$ cat src/rtl/alu_arbiter.sv
// ---------------------------------------------------------------------------
// alu_arbiter
//
// Shares one external combinational ALU between two requesters. Each request
// (op select + two operands) is accepted with a valid/ready handshake,
// granted round-robin, driven to the ALU from registered copies for one full
// cycle, and the ALU result and flags are captured and returned on a single
// response bus tagged with the id of the requester that issued the op.
//
// Ports:
//   clk, rst_n                       clock (rising edge), async active-low reset
//   req{0,1}_valid/_ready            request handshake per requester
//   req{0,1}_S/_A/_B                 op select and operands per requester
//   alu_S, alu_A, alu_B              registered drive into the shared ALU
//   alu_out, alu_zero/_overflow/_cout  ALU result and flags
//   rsp_valid/rsp_ready              response handshake
//   rsp_id, rsp_out, rsp_zero/_overflow/_cout  captured response
//   grant_cnt0, grant_cnt1           saturating grant counters (optional)
//
// Build option: define ALU_ARB_STATS_EN to add the grant counters and their
// output ports. Arbitration and timing do not depend on it.
// ---------------------------------------------------------------------------
module alu_arbiter #(
  parameter int WIDTH = 32
) (
  input  logic             clk,
  input  logic             rst_n,
  input  logic             req0_valid,
  output logic             req0_ready,
  input  logic [2:0]       req0_S,
  input  logic [WIDTH-1:0] req0_A,
  input  logic [WIDTH-1:0] req0_B,
  input  logic             req1_valid,
  output logic             req1_ready,
  input  logic [2:0]       req1_S,
  input  logic [WIDTH-1:0] req1_A,
  input  logic [WIDTH-1:0] req1_B,
  output logic [2:0]       alu_S,
  output logic [WIDTH-1:0] alu_A,
  output logic [WIDTH-1:0] alu_B,
  input  logic [WIDTH-1:0] alu_out,
  input  logic             alu_zero,
  input  logic             alu_overflow,
  input  logic             alu_cout,
  output logic             rsp_valid,
  input  logic             rsp_ready,
  output logic             rsp_id,
  output logic [WIDTH-1:0] rsp_out,
  output logic             rsp_zero,
  output logic             rsp_overflow,
  output logic             rsp_cout
`ifdef ALU_ARB_STATS_EN
  ,
  output logic [15:0]      grant_cnt0,
  output logic [15:0]      grant_cnt1
`endif
);

  typedef enum logic [1:0] {IDLE, EXEC, RESP} state_t;

  state_t           state_reg, state_next;
  logic             last_grant_reg;
  logic [2:0]       op_s_reg;
  logic [WIDTH-1:0] op_a_reg, op_b_reg;
  logic             op_id_reg;
  logic             rsp_id_reg;
  logic [WIDTH-1:0] rsp_out_reg;
  logic             rsp_zero_reg, rsp_overflow_reg, rsp_cout_reg;

  logic             winner;
  logic             grant;

  // Round-robin: a lone requester always wins; on a tie the port that was
  // not granted last wins. last_grant resets to 1 so port 0 wins first tie.
  always_comb begin
    winner = 1'b0;
    if (req0_valid && req1_valid) begin
      winner = ~last_grant_reg;
    end else if (req1_valid) begin
      winner = 1'b1;
    end
  end

  // Depends only on state and the request valids, never on rsp_ready.
  assign grant = (state_reg == IDLE) && (req0_valid || req1_valid);

  // FSM: state register
  always_ff @(posedge clk or negedge rst_n) begin
    if (!rst_n) begin
      state_reg <= IDLE;
    end else begin
      state_reg <= state_next;
    end
  end

  // FSM: next state
  always_comb begin
    state_next = state_reg;
    case (state_reg)
      IDLE:    if (grant) state_next = EXEC;
      EXEC:    state_next = RESP;
      RESP:    if (rsp_ready) state_next = IDLE;
      default: state_next = IDLE;
    endcase
  end

  // FSM: outputs
  always_comb begin
    req0_ready = grant && !winner;
    req1_ready = grant && winner;
    rsp_valid  = (state_reg == RESP);
  end

  // Datapath: latch the winning op at grant, capture the ALU in EXEC.
  always_ff @(posedge clk or negedge rst_n) begin
    if (!rst_n) begin
      last_grant_reg   <= 1'b1;
      op_s_reg         <= '0;
      op_a_reg         <= '0;
      op_b_reg         <= '0;
      op_id_reg        <= 1'b0;
      rsp_id_reg       <= 1'b0;
      rsp_out_reg      <= '0;
      rsp_zero_reg     <= 1'b0;
      rsp_overflow_reg <= 1'b0;
      rsp_cout_reg     <= 1'b0;
    end else begin
      if (grant) begin
        last_grant_reg <= winner;
        op_id_reg      <= winner;
        op_s_reg       <= winner ? req1_S : req0_S;
        op_a_reg       <= winner ? req1_A : req0_A;
        op_b_reg       <= winner ? req1_B : req0_B;
      end
      if (state_reg == EXEC) begin
        rsp_id_reg       <= op_id_reg;
        rsp_out_reg      <= alu_out;
        rsp_zero_reg     <= alu_zero;
        rsp_overflow_reg <= alu_overflow;
        rsp_cout_reg     <= alu_cout;
      end
    end
  end

  // The ALU sees the latched op for the whole EXEC cycle.
  assign alu_S        = op_s_reg;
  assign alu_A        = op_a_reg;
  assign alu_B        = op_b_reg;
  assign rsp_id       = rsp_id_reg;
  assign rsp_out      = rsp_out_reg;
  assign rsp_zero     = rsp_zero_reg;
  assign rsp_overflow = rsp_overflow_reg;
  assign rsp_cout     = rsp_cout_reg;

`ifdef ALU_ARB_STATS_EN
  logic [15:0] grant_cnt0_reg, grant_cnt1_reg;

  // Saturating grant counters; they stop at all-ones rather than wrapping.
  always_ff @(posedge clk or negedge rst_n) begin
    if (!rst_n) begin
      grant_cnt0_reg <= '0;
      grant_cnt1_reg <= '0;
    end else begin
      if (req0_ready && (grant_cnt0_reg != 16'hFFFF)) begin
        grant_cnt0_reg <= grant_cnt0_reg + 16'd1;
      end
      if (req1_ready && (grant_cnt1_reg != 16'hFFFF)) begin
        grant_cnt1_reg <= grant_cnt1_reg + 16'd1;
      end
    end
  end

  assign grant_cnt0 = grant_cnt0_reg;
  assign grant_cnt1 = grant_cnt1_reg;
`else
  // Statistics disabled: no counters and no counter ports.
`endif

endmodule

$ cat config.mk
export PLATFORM = sky130hd
export DESIGN_NAME = alu_arbiter
export DESIGN_NICKNAME = d
export VERILOG_FILES = /design/src/rtl/alu_arbiter.sv
export SDC_FILE = /design/constraint.sdc
export NUM_CORES = 1
export LEC_CHECK = 0
export CORE_AREA = 8 8 103 142
export DETAILED_ROUTE_END_ITERATION = 16
export DIE_AREA = 0 0 111 150
export HOLD_SLACK_MARGIN = 0.12
export PLACE_DENSITY = 0.79
export SLEW_MARGIN = 20
export SYNTH_ARGS = -nofsm -noshare
export SYNTH_HDL_FRONTEND = slang
export SYNTH_SLANG_ARGS = --single-unit
$ cat constraint.sdc
create_clock -name clk -period 1.9 [get_ports clk]
set_input_delay 0.19 -clock clk [delete_from_list [all_inputs] [get_ports clk]]
set_output_delay 0.19 -clock clk [all_outputs]
set_load 0.01 [all_outputs]
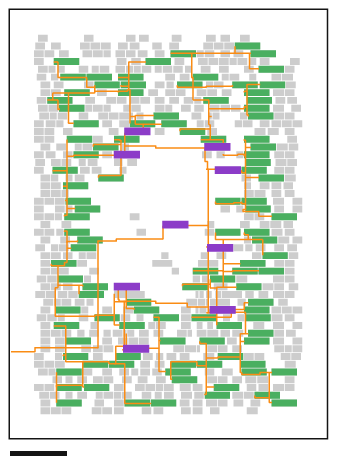
Run 1: clock wires, drivers and flops
Bar = 20 um.
purple -> cells driving clock nets  # count 9
orange -> clock wires  # length 1220 um
green -> flip-flops  # count 107
flops lie = all over the die
P_clk: 1.87 mW
Clk network pwr share: 15.2%
Layout Skew: 0.00672 ns
clk latency late pin: 0.34 ns

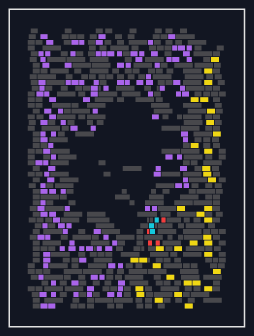
Run 1: logic cells by family
purple -> AND-OR and OR-AND gates  # cells 136
cyan -> AND and OR gates  # cells 3
yellow -> multiplexers  # cells 36
red -> NAND gates  # cells 4, where bottom middle
Comb/total area: 21.4%
most used logic cell in the final layout: clkdlybuf4s50_1
Non-Filler Instances: 751

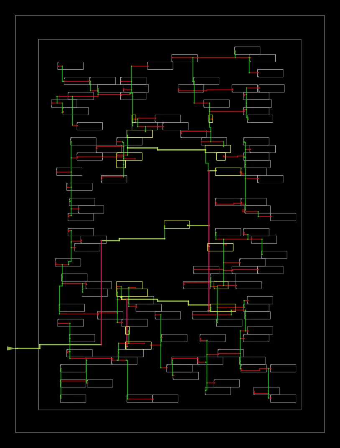
Run 1: clock wiring as the flow saved it
clk_buf instances: 13
CTS buffer count: 9
registers: 107
clock sinks: 107

==> Slide: Implementation Results, run 1 <==
Flow Results at a Glance

Place
  – DP Area: around 7500 um2
  – Post-detail-place hpwl: 12.3 mm
  – Port Buffers: 279

Clock tree
  – Clock root buffer: clkbuf_16
  – CTS max path bufs: 2
  – Post-CTS setup buffers: 0
  – Htree depth: 3
  – CTS Hold Bufs: 1
  – Clk slew on worst S/H paths: around 0.070 ns

Final timing
  – Period utilisation layout: between 80% and 90%
  – Worst hold slack: about 0.30 ns
  – Endpoints failing setup: 0
  – Max Freq: roughly 590 MHz
  – Fin. max-slew vios: 0
  – RSZ-0062 raised after global routing: no
  – Setup TNS: 0 ns
  – Worst slew margin: 72.6%
  – Fin. Hold Viols: 0
  – Worst-Margin Slew: roughly 0.41 ns
  – Post-route setup slack: 0.193 ns

Yosys
  – Count of library flops with an enable pin: 0
  – Top cells by area: dfrtp_1 (59%), a221o_1 (15%), o21a_1 (11%)
  – Area leader, netlist: dfrtp_1
  – Top-area cell share: between 50% and 60%
  – FFs w/ async S/R, synth: 100%
  – Synthesis area per yosys: roughly 4500 um2
  – Count leader, synth: dfrtp_1
  – Syn Area/Cell: 13.8 um2
  – Post-synth seq share: 59.3%

Detailed routing
  – DR vias/cell: between 5 and 6
  – Post-Route WL: around 16 mm
  – Via count: slightly below 4000
  – Drt drc: 0
  – WL per Instance: approximately 21 um
  – DRT Pass-1 Iters: 4

Critical path
  – CP max FO: 4
  – Worst R2R Start: state_reg[0]
  – Crit path largest cell delay: 0.55 ns
  – Top delay family on crit path: buffers and inverters
  – Sequence of cells on the critical path: nand2b_1 > inv_1 > clkdlybuf4s50_1
  – Reg-to-Reg End: alu_B[8]
  – CP Data Arrival Time: approximately 1.5 ns

Job
  – Log Warnings: 26
  – MaxCap Viol Count: 0

Finish
  – Signal buf overhead: 37.7%
  – Fraction of area in registers: between 30% and 40%
  – Layout area overhead: 71.9%
  – Filler cells: just over 1000
  – Fin util: 61.8%
  – NumNets Final: about 770
  – Comb_multi_in: 183
  – MI comb area: roughly 1700 um2
  – Buffers excl. clock: 290

Pwr
  – Comb pwr share: between 50 and 60%
  – Sw Ratio: 32.4%
  – P per Cell Area: 1580 nW/um2
  – Int Pwr: just over 8 mW
  – Leak: ~3.2 nW
  – Max VDD drop: roughly 0.00071 V

Outcome
  – Status: completed

Die
  – Core area: between 10000 and 15000 um2
  – # Taps: between 150 and 200
  – FP Util: 35.9%
  – Die Wd: 111 um
  – Row cnt: roughly 50

GRT
  – Global-route wire length before repair: ~25 mm
  – Grt total ovfl: 0
  – Initial antenna violation count: 0
run 1: routing by layer:
| metal | part of all wire (%) | wire length (um) | track usage, % | vias up |
|---|---|---|---|---|
| met3 | 9.1 | 1450 | 7.58 | 27 |
| met2 | 52 | 8270 | 33.1 | 205 |
| met5 | 0 | 0 | 0 | - |
| met1 | 37 | 5850 | 19.6 | 1924 |
| li1 | - | - | - | 1800 |
| met4 | 2.5 | 404 | 6.78 | 0 |
run 1: kinds of logic after synthesis:
group / count (synthesis) / synth area share [%]
compound gates: 138 / 26.5
buf+inv: 37 / 4.07
flops: 107 / 59.3
mux: 36 / 8.98
simple gates: 9 / 1.08
run 1: worst max-delay path by stage:
| stage | startpoint | end | slack [ns] | depth (start not counted) |
|---|---|---|---|---|
| after CTS | last_grant_reg | req0_ready | 0.15 | 3 |
| after global placement | req1_valid | req0_ready | 0.09 | 4 |
| after detailed placement | req1_valid | req0_ready | 0.08 | 4 |
| after floorplan | last_grant_reg | alu_A[10] | 0.36 | 5 |
| after global routing | last_grant_reg | req0_ready | 0.12 | 3 |
| final | state_reg[0] | rsp_valid | 0.19 | 3 |
run 1: layout by cell type (no fill, tap or decap), drive strengths merged:
cell type,synthesis,routed
nor2,2,2
mux2,36,36
nand2,1,1
clkinv,0,2
inv,2,2
o21a,67,67
a221o,67,67
and3,2,2
buf,17,11
dlygate4sd2,0,2
dfrtp,106,106
clkbuf,18,13
dlygate4sd3,0,1
or2,1,1
bufinv,0,1
dfstp,1,1
o21ai,2,2
clkdlybuf4s50,0,276
nand2b,3,3
a21o,2,2
run 1: power groups by stage:
stage	clock (mW)	combinational (mW)	sequential [mW]
after global placement	0	6.32	4.03
final	1.87	6.37	4.06
after CTS	1.91	6.49	4.06
after floorplan	0	2.68	4.53
after global routing	2.00	6.84	4.19
after detailed placement	0	6.47	4.09
Run 1, placed cells, one colour a class:
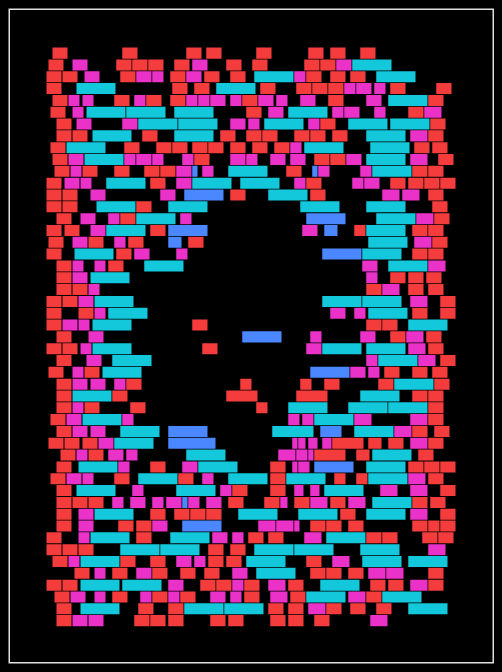

==> run 1 -> run 2 <==
--- a/config.mk
+++ b/config.mk
@@ -5,11 +5,11 @@
 export SDC_FILE = /design/constraint.sdc
 export NUM_CORES = 1
 export LEC_CHECK = 0
-export CORE_AREA = 8 8 103 142
+export CORE_AREA = 8 8 107 148
 export DETAILED_ROUTE_END_ITERATION = 16
-export DIE_AREA = 0 0 111 150
+export DIE_AREA = 0 0 115 156
 export HOLD_SLACK_MARGIN = 0.12
-export PLACE_DENSITY = 0.79
+export PLACE_DENSITY = 0.74
 export SLEW_MARGIN = 20
 export SYNTH_ARGS = -nofsm -noshare
 export SYNTH_HDL_FRONTEND = slang
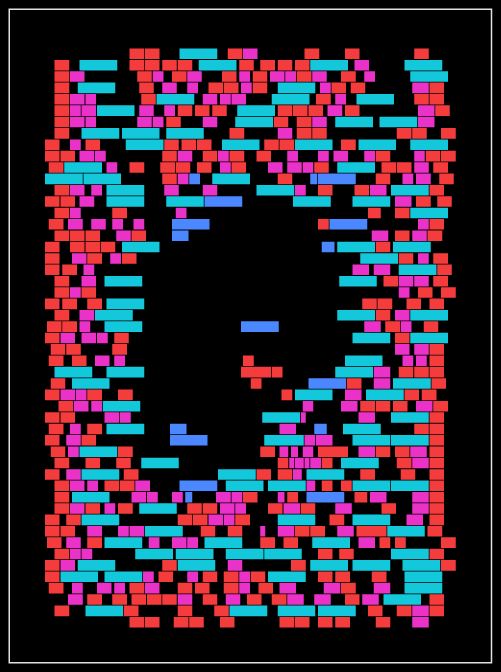
Run 2: placed cells, one colour a class
red -> other buffers and delay cells  # cells 294
blue -> clock drivers and dummy loads  # cells 16
magenta -> all other logic  # cells 185
cyan -> flip-flops  # cells 107
fraction of area in registers: 34.3%
core area: 13700 um2
Post-Layout Inst Area: 7800 um2
row cnt: 51
fin util: 57.1%

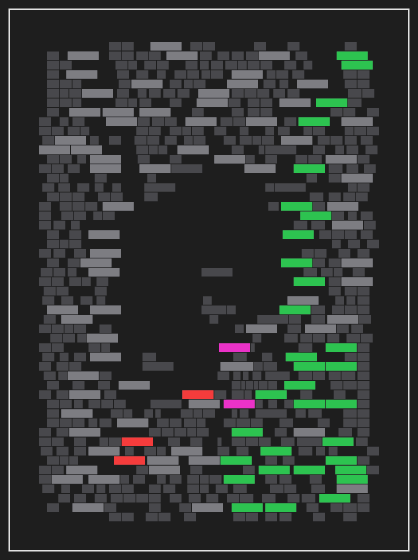
Run 2: sequential cells grouped by signal name
Other sequential cells in the stronger grey, the rest of the logic in the fainter grey.
magenta -> `state_reg`  # placed flops 2
red -> `alu_S`  # placed flops 3
green -> `rsp_out`  # placed flops 32
not coloured = 70
seq pwr: 4.06 mW
register area: 2680 um2

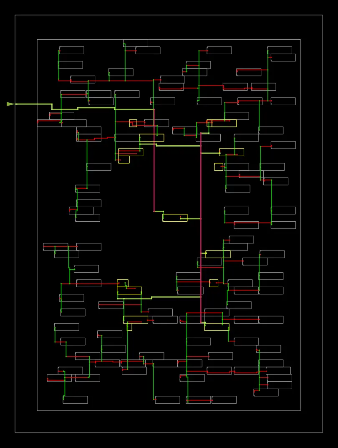
Run 2: clock wiring as the flow saved it
clk_buf instances: 9
Layout Skew: 0.0112 ns
P_clk: 1.80 mW

==> run 2 against run 1 <==
Net effect: global-route usage is 1.0 points lower; via count is 1.6% higher; critical path type unchanged; routed wire length is 1.3% higher; critical endpoint unchanged; utilization is 4.6 points lower; die size is 7.7% higher; largest power group unchanged.
==> Slide: Implementation Results, run 2 <==
Flow Results at a Glance

Outcome
  – Status: completed

Yosys
  – Mapped cell area: ~4500 um2
  – Count leader, synth: dfrtp_1
  – FFs w/ async S/R, synth: 100% (unchanged)
  – Count of library flops with an enable pin: 0 (unchanged)
  – Post-synth seq share: 59.3% (unchanged)
  – Area leader, netlist: dfrtp_1
  – Synthesis area per yosys: 4520 um2 (unchanged)
  – Top cells by area: dfrtp_1 (59%), a221o_1 (15%), o21a_1 (11%)
  – Top-area cell share: 58.7% (unchanged)
  – Syn Area/Cell: 13.8 um2 (unchanged)

Pwr
  – Leak: 3.20 nW (+0.40%)
  – P per Cell Area: 1570 nW/um2 (-0.77%)
  – Max VDD drop: 0.000610 V (-14%)

Critical path
  – Reg-to-Reg End: alu_B[15]
  – Critical Path Sink: rsp_valid
  – Max stage delay cell, worst path: clkdlybuf4s50_1
  – Critical path depth: 3 (unchanged)
  – Setup crit start: state_reg[0]
  – Crit. End Element: output pin
  – Top delay family on crit path: buffers and inverters
  – Crit path largest cell delay: 0.55 ns (about the same)
  – CP Data Arrival Time: 1.52 ns (about the same)
  – Worst setup path category: reg -> out
  – Worst R2R Start: state_reg[0]
  – R2R setup slack: roughly 0.25 ns
  – CP max FO: 4 (unchanged)
  – Sequence of cells on the critical path: nand2b_1 > inv_1 > clkdlybuf4s50_1

Final timing
  – Fin. Hold Viols: 0 (unchanged)
  – Max Freq: 585 MHz (-0.23%)
  – RSZ-0062 raised after global routing: no
  – Fin. max-slew vios: 0 (unchanged)
  – Worst-Margin Slew: 0.580 ns (+0.170 ns)
  – Endpoints failing setup: 0 (unchanged)
  – Worst slew margin: 61.3% (-11 points)
  – Setup TNS: 0 ns (unchanged)
  – Period utilisation layout: 90.0% (+0.20 points)
  – Post-route setup slack: 0.190 ns (-0.00388 ns)

Place
  – Post-detail-place hpwl: 12.5 mm (+1.7%)
  – Port Buffers: 279 (unchanged)

Detailed routing
  – DR vias/cell: 5.11 (-3.1%)
  – Met3 WL: 1.43 mm (-1.8%)
  – Via count: 4018 (+1.6%)
  – Highest Signal Layer: met4
  – DRT Pass-1 Iters: 4 (unchanged)
  – M1 WL: 6.03 mm (+3.1%)
  – Post-Route WL: 16.2 mm (+1.3%)
  – Drt drc: 0 (unchanged)
  – Met2 Wirelength: 8.40 mm (+1.5%)
  – WL per Instance: 20.6 um (-3.4%)

Finish
  – NumNets Final: 771 (+0.52%)
  – Most used logic cell in the final layout: clkdlybuf4s50_1
  – Layout area overhead: 72.8%
  – Top cells excl fill/tap: clkdlybuf4s50_1 (276), dfrtp_1 (106), o21a_1 (67), a221o_1 (67), mux2_2 (36)
  – Filler cells: 1195 (+16%)

GRT
  – GRT met1 Usage: 18.9% (-0.62 points)
  – Grt total ovfl: 0 (unchanged)
  – All-layer global routing usage: roughly 18%
  – Met3 usage: 6.39% (-1.2 points)
  – GR peak layer: met2
  – Initial antenna violation count: 0 (unchanged)
  – Met2 usage: 31.7% (-1.4 points)
  – Global-route wire length before repair: 24.8 mm (-0.41%)
  – Vias in the first global route: ~4500

Job
  – Log Warnings: 26 (unchanged)
  – MaxCap Viol Count: 0 (unchanged)

Clock tree
  – CTS max path bufs: 2 (unchanged)
  – Clk latency late pin: 0.34 ns (about the same)
  – Htree depth: 3 (unchanged)
  – Clock sinks: 107 (unchanged)
  – TritonCTS clock tree: done
  – Clk slew on worst S/H paths: 0.08 ns (about the same)
  – Clock root buffer: clkbuf_16
  – CTS buffer count: 9 (unchanged)

Die
  – Die Wd: 115 um (+3.6%)
  – FP Util: 33.1% (-2.9 points)
[run 2: netlist changes by cell type in the layout (fill, tap and decap cells not counted), sizes merged]
cell,previous run,this run
inv,2,6
buf,11,15
bufinv,1,0
clkbuf,13,9
clkinvlp,0,1
[run 2: repair_timing]
| action | in CTS | in global routing |
|---|---|---|
| hold endpoints to repair | 106 | 0 |
| setup endpoints to repair | 2 | 0 |
| hold buffers | 1 | 0 |
| buffers inserted | 0 | 0 |
| resized | 2 | 0 |
[run 2: metrics by stage]
step / cell area (um2) / std cells / util (%) / hold slack [ns]
final: 7800 / 787 / 57.1 / 0.394
after global routing: 7800 / 787 / 57.1 / 0.411
after CTS: 7800 / 787 / 57.1 / 0.398
after detailed placement: 7510 / 770 / 55.0 / 0.224
after global placement: 7510 / 770 / 55.0 / 0.214
after floorplan: 4520 / 327 / - / -0.106
[run 2: area by class of cell]
class | count | area [um2] | share of cell area [%]
Clock buffer | 9 | 225 | 2.89
Inverter | 2 | 7.51 | 0.0962
Tap cell | 185 | 231 | 2.97
Sequential cell | 107 | 2680 | 34.3
Clock inverter | 7 | 57.6 | 0.738
Timing Repair Buffer | 294 | 2940 | 37.7
Multi-Input combinational cell | 183 | 1660 | 21.3
[run 2: cells by family (layout without fill, tap and decap cells)]
group / count (synthesis) / in the layout / synth area share, %
AOI/OAI and AO/OA: 138 / 138 / 26.5
DFF: 107 / 107 / 59.3
buffers and inverters: 37 / 312 / 4.07
muxes: 36 / 36 / 8.98
and+or+nand+nor: 9 / 9 / 1.08
[run 2: worst min-delay path, cell delays in order]
cell	delay (ns)
dlygate4sd3_1	0.54
buf_4	0.13
buf_12	0.29
[run 2: where the power goes]
part	internal [mW]	switching, mW
Clock	0.914	0.889
Sequential	3.43	0.627
Combinational	3.81	2.59
Total	8.16	4.11
Run 2, logic cells by family:
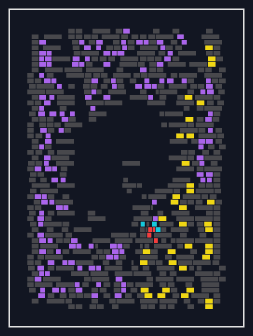

==> run 2 -> run 3 <==
--- a/config.mk
+++ b/config.mk
@@ -5,11 +5,12 @@
 export SDC_FILE = /design/constraint.sdc
 export NUM_CORES = 1
 export LEC_CHECK = 0
-export CORE_AREA = 8 8 107 148
+export CORE_AREA = 8 8 103 142
 export DETAILED_ROUTE_END_ITERATION = 16
-export DIE_AREA = 0 0 115 156
+export DIE_AREA = 0 0 111 150
 export HOLD_SLACK_MARGIN = 0.12
-export PLACE_DENSITY = 0.74
+export PLACE_DENSITY = 0.79
+export RECOVER_POWER = 50
 export SLEW_MARGIN = 20
 export SYNTH_ARGS = -nofsm -noshare
 export SYNTH_HDL_FRONTEND = slang
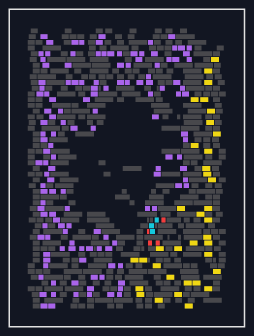
Run 3: logic cells by family
yellow -> multiplexers  # cells 36
purple -> AND-OR and OR-AND gates  # cells 136
cyan -> AND and OR gates  # cells 3
red -> NAND gates  # cells 4, where bottom middle
Comb/total area: 21.5%

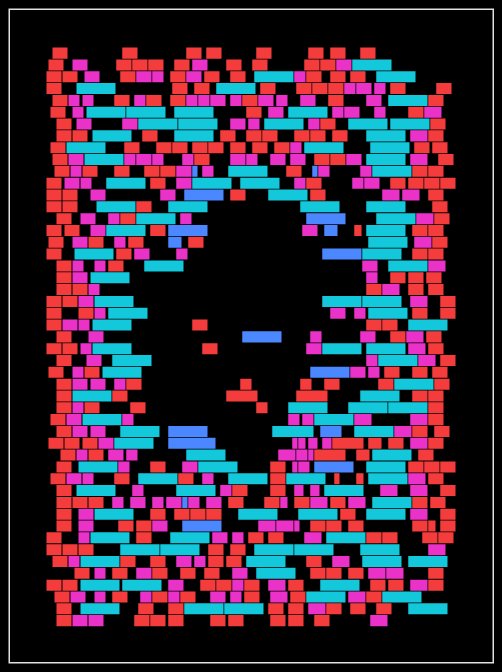
Run 3: placed cells, one colour a class
cyan -> flip-flops  # cells 107
magenta -> all other logic  # cells 185
red -> other buffers and delay cells  # cells 290
blue -> clock drivers and dummy loads  # cells 16
core area: 12600 um2
fin util: 61.7%

==> run 3 against run 2 <==
Net effect: count of clock-buffer cells in the layout grew 4; critical path depth is the same; hold slack better by 0.028 ns; sequential share of layout area up 0.24 points; routed wire length down 1.4%; register-to-register slack improved by 0.02 ns; clock power grew 3%; die size fell by 7.2%; flip-flop count unchanged; critical path type unchanged; largest power group unchanged.
==> Slide: Implementation Results, run 3 <==
Flow Results at a Glance

Outcome
  – Status: completed

GRT
  – Grt total ovfl: 0 (unchanged)
  – Global-route wire length before repair: 24.9 mm (+0.41%)
  – Met3 usage: 7.58% (+1.2 points)
  – Pin count of the biggest net entering global routing: approximately 70
  – Initial antenna violation count: 0 (unchanged)
  – Met2 usage: 33.1% (+1.4 points)
  – GR peak layer: met2
  – All-layer global routing usage: 18.7% (+1.0 points)
  – GRT met1 Usage: 19.6% (+0.62 points)
  – Vias in the first global route: 4522 (-0.18%)

Pwr
  – Net Switching: 3.97 mW (-3.3%)
  – Reg power frac: 33.1% (about the same)
  – Int Pwr: 8.24 mW (+1.0%)
  – Comb pwr share: 51.6% (-0.6 points)
  – Largest power group: combinational logic
  – Sw Ratio: 32.5% (-0.97 points)
  – P per Cell Area: 1580 nW/um2 (+0.26%)
  – P_clk: 1.86 mW (+3%)
  – Clk network pwr share: 15.3% (+0.6 points)
  – Leak: 3.18 nW (-0.43%)
  – Total combinational power: 6.30 mW (-2%)
  – Max VDD drop: 0.000707 V (+16%)

Detailed routing
  – DRT Pass-1 Iters: 5 (+1)
  – Starting DRT DRC Count: approximately 180
  – Detail Route Antenna Nets: 0
  – Post-Route WL: 16.0 mm (-1.4%)
  – Drt drc: 0 (unchanged)
  – Via count: 3978 (-1.0%)
  – WL per Instance: 21.3 um (+3.4%)
  – DR vias/cell: 5.30 (+3.8%)

Final timing
  – Setup TNS: 0 ns (unchanged)
  – Endpoints failing setup: 0 (unchanged)
  – Max Freq: 586 MHz (+0.21%)
  – RSZ-0062 raised after global routing: no
  – Fin. max-slew vios: 0 (unchanged)
  – Period utilisation layout: 89.8% (-0.19 points)
  – Worst-Margin Slew: 0.726 ns (+0.146 ns)
  – Layout Skew: 0.00639 ns (-0.00479 ns)
  – Worst slew margin: 51.6% (-9.7 points)
  – Fin. Hold Viols: 0 (unchanged)
  – Min cycle time layout: 1.71 ns
  – Post-route setup slack: 0.193 ns (+0.00363 ns)

Critical path
  – Crit path largest cell delay: 0.54 ns (about the same)
  – Worst Setup Start Kind: flip-flop
  – CP Data Arrival Time: 1.52 ns (about the same)
  – Worst setup path category: reg -> out
  – Crit. End Element: output pin
  – Max stage delay cell, worst path: dfstp_2
  – CP max FO: 3 (-1)
  – Buf/Inv on CP: 1
  – Worst path required time: 1.71 ns
  – Sequence of cells on the critical path: nand2b_1 > and3_2 > dlygate4sd2_1
  – Top delay family on crit path: flip-flops

Finish
  – MI comb area: 1660 um2 (unchanged)
  – Post-Layout Inst Area: 7750 um2 (-0.69%)
  – Most used logic cell in the final layout: clkdlybuf4s50_1
  – Non-Filler Instances: 751 (-4.6%)
  – Layout cells sized above 1: between 10% and 20%
  – ANT cells: 0
  – Top cells excl fill/tap: clkdlybuf4s50_1 (263), dfrtp_1 (106), o21a_1 (67), a221o_1 (67), mux2_2 (36)
  – Register area: 2680 um2 (unchanged)
  – NumNets Final: 767 (-0.52%)
  – Filler cells: 1036 (-13%)
  – Layout area overhead: 71.6%

Yosys
  – Count of library flops with an enable pin: 0 (unchanged)
  – Syn Inst Count: about 330
  – Main flop type: dfrtp_1
  – Main kind of combinational logic by area: AND-OR/OR-AND gates
  – Commonest cells post-synth: dfrtp_1 (106), a221o_1 (67), o21a_1 (67)
  – Post-synth cell types: 18
  – Area leader, netlist: dfrtp_1
  – Synth warnings: 0
  – Post-synth seq share: 59.3% (unchanged)
  – Mapped cell area: 4520 um2 (unchanged)
  – Count leader, synth: dfrtp_1
  – FFs w/ async S/R, synth: 100% (unchanged)
  – Mux cell area share: 8.98% (unchanged)
  – Top cells by area: dfrtp_1 (59%), a221o_1 (15%), o21a_1 (11%)
  – # Cells Yosys: 327
  – Yosys reg bits: ~110
  – Aoi share: 26.5% (unchanged)
  – Post-synthesis simple-gate area fraction: 1.08% (unchanged)
  – Xor+xnor area frac: 0% (unchanged)
  – Syn Area/Cell: 13.8 um2 (unchanged)
  – Top-area cell share: 58.7% (unchanged)
  – Post-Synth Adder-Cell Area: 0% (unchanged)
  – Synthesis area per yosys: 4520 um2 (unchanged)

Clock tree
  – Clk latency late pin: 0.34 ns (about the same)
  – Clock root buffer: clkbuf_16
  – Clk slew on worst S/H paths: 0.07 ns (about the same)
  – Htree depth: 3 (unchanged)
  – Clock sinks: 107 (unchanged)
  – Post-CTS setup buffers: 0 (unchanged)
  – TritonCTS clock tree: done
  – CTS buffer count: 9 (unchanged)
  – CTS max path bufs: 2 (unchanged)

Die
  – Die y size: ~150 um
  – FP Util: 35.9% (+2.9 points)
  – Row cnt: 49 (-3.9%)
  – Die Wd: 111 um (-3.5%)
  – Die area: 16700 um2
  – Ports: roughly 280

Place
  – Port Buffers: 279 (unchanged)
  – Placed cells: 734 (-4.7%)
  – Gpl congestion: around 0.75
  – DP Worst Slack: approximately 0.083 ns
  – Post-detail-place hpwl: 12.3 mm (-1.6%)
  – DP Area: 7460 um2 (-0.77%)

Job
  – MaxCap Viol Count: 0 (unchanged)
  – Log Warnings: 26 (unchanged)

Hold path
  – Worst hold path class: in -> reg
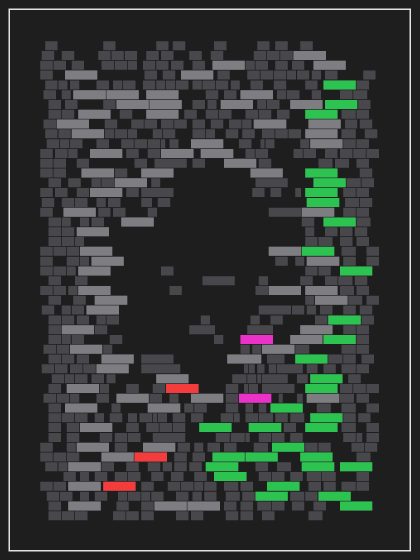
Run 3: sequential cells grouped by signal name
Other sequential cells in the stronger grey, the rest of the logic in the fainter grey.
red -> `alu_S`  # placed flops 3
magenta -> `state_reg`  # placed flops 2
green -> `rsp_out`  # placed flops 32
not coloured = 70
fraction of area in registers: 34.6%
seq pwr: 4.05 mW

## run 3: repair_timing
item	in CTS	in global routing
resized	2	0
hold endpoints to repair	26	0
hold buffers	1	0
endpoints found under the setup margin	2	0
## run 3: cells by family (layout without fill, tap and decap cells)
group / after synthesis / count (layout)
buffers and inverters: 37 / 308
DFF: 107 / 107
and+or+nand+nor: 9 / 9
muxes: 36 / 36
AOI/OAI and AO/OA: 138 / 138
## run 3: worst paths after layout
path                                 from      endpoint  slack, ns  cells after the start
min in group asynchronous           rst_n   rsp_out[15]       0.43                      2
min                             rsp_ready  state_reg[1]       0.42                      2
min reg2reg                     op_id_reg     op_id_reg       0.48                      1
max reg2reg                  state_reg[0]      alu_B[8]       0.27                      4
max                        last_grant_reg    req0_ready       0.19                      3
max in group asynchronous           rst_n     alu_B[21]       0.35                      3
## run 3: worst reg2reg max path, cell delays in order (launching register included)
cell and delay (ns):
dfrtp_1 0.40, or2_2 0.33, buf_4 0.27, o21a_1 0.25, a221o_1 0.27
## run 3: layout make-up
type | count | share of cell area, %
multi-input combinational | 183 | 21.5
timing repair buffer | 290 | 37.6
clock inverter | 3 | 0.613
inverter | 2 | 0.0969
sequential | 107 | 34.6
clock buffer | 13 | 3.23
tap | 153 | 2.47
## run 3: metal layers
metal / wire (um) / share of wire, % / vias to the layer above
met4: 406 / 2.5 / 0
met2: 8280 / 52 / 207
met5: 0 / 0 / -
met1: 5810 / 36 / 1943
li1: - / - / 1799
met3: 1460 / 9.2 / 29
## run 3: per-stage QoR
stage / hold slack, ns / total power, mW
2_1_floorplan: -0.106 / 7.22
3_3_place_gp: 0.125 / 10.4
3_5_place_dp: 0.129 / 10.6
4_1_cts: 0.306 / 12.5
5_1_grt: 0.448 / 13.0
6_report: 0.423 / 12.2
Power figures rest on the tool's default switching activity, not on a simulated workload.
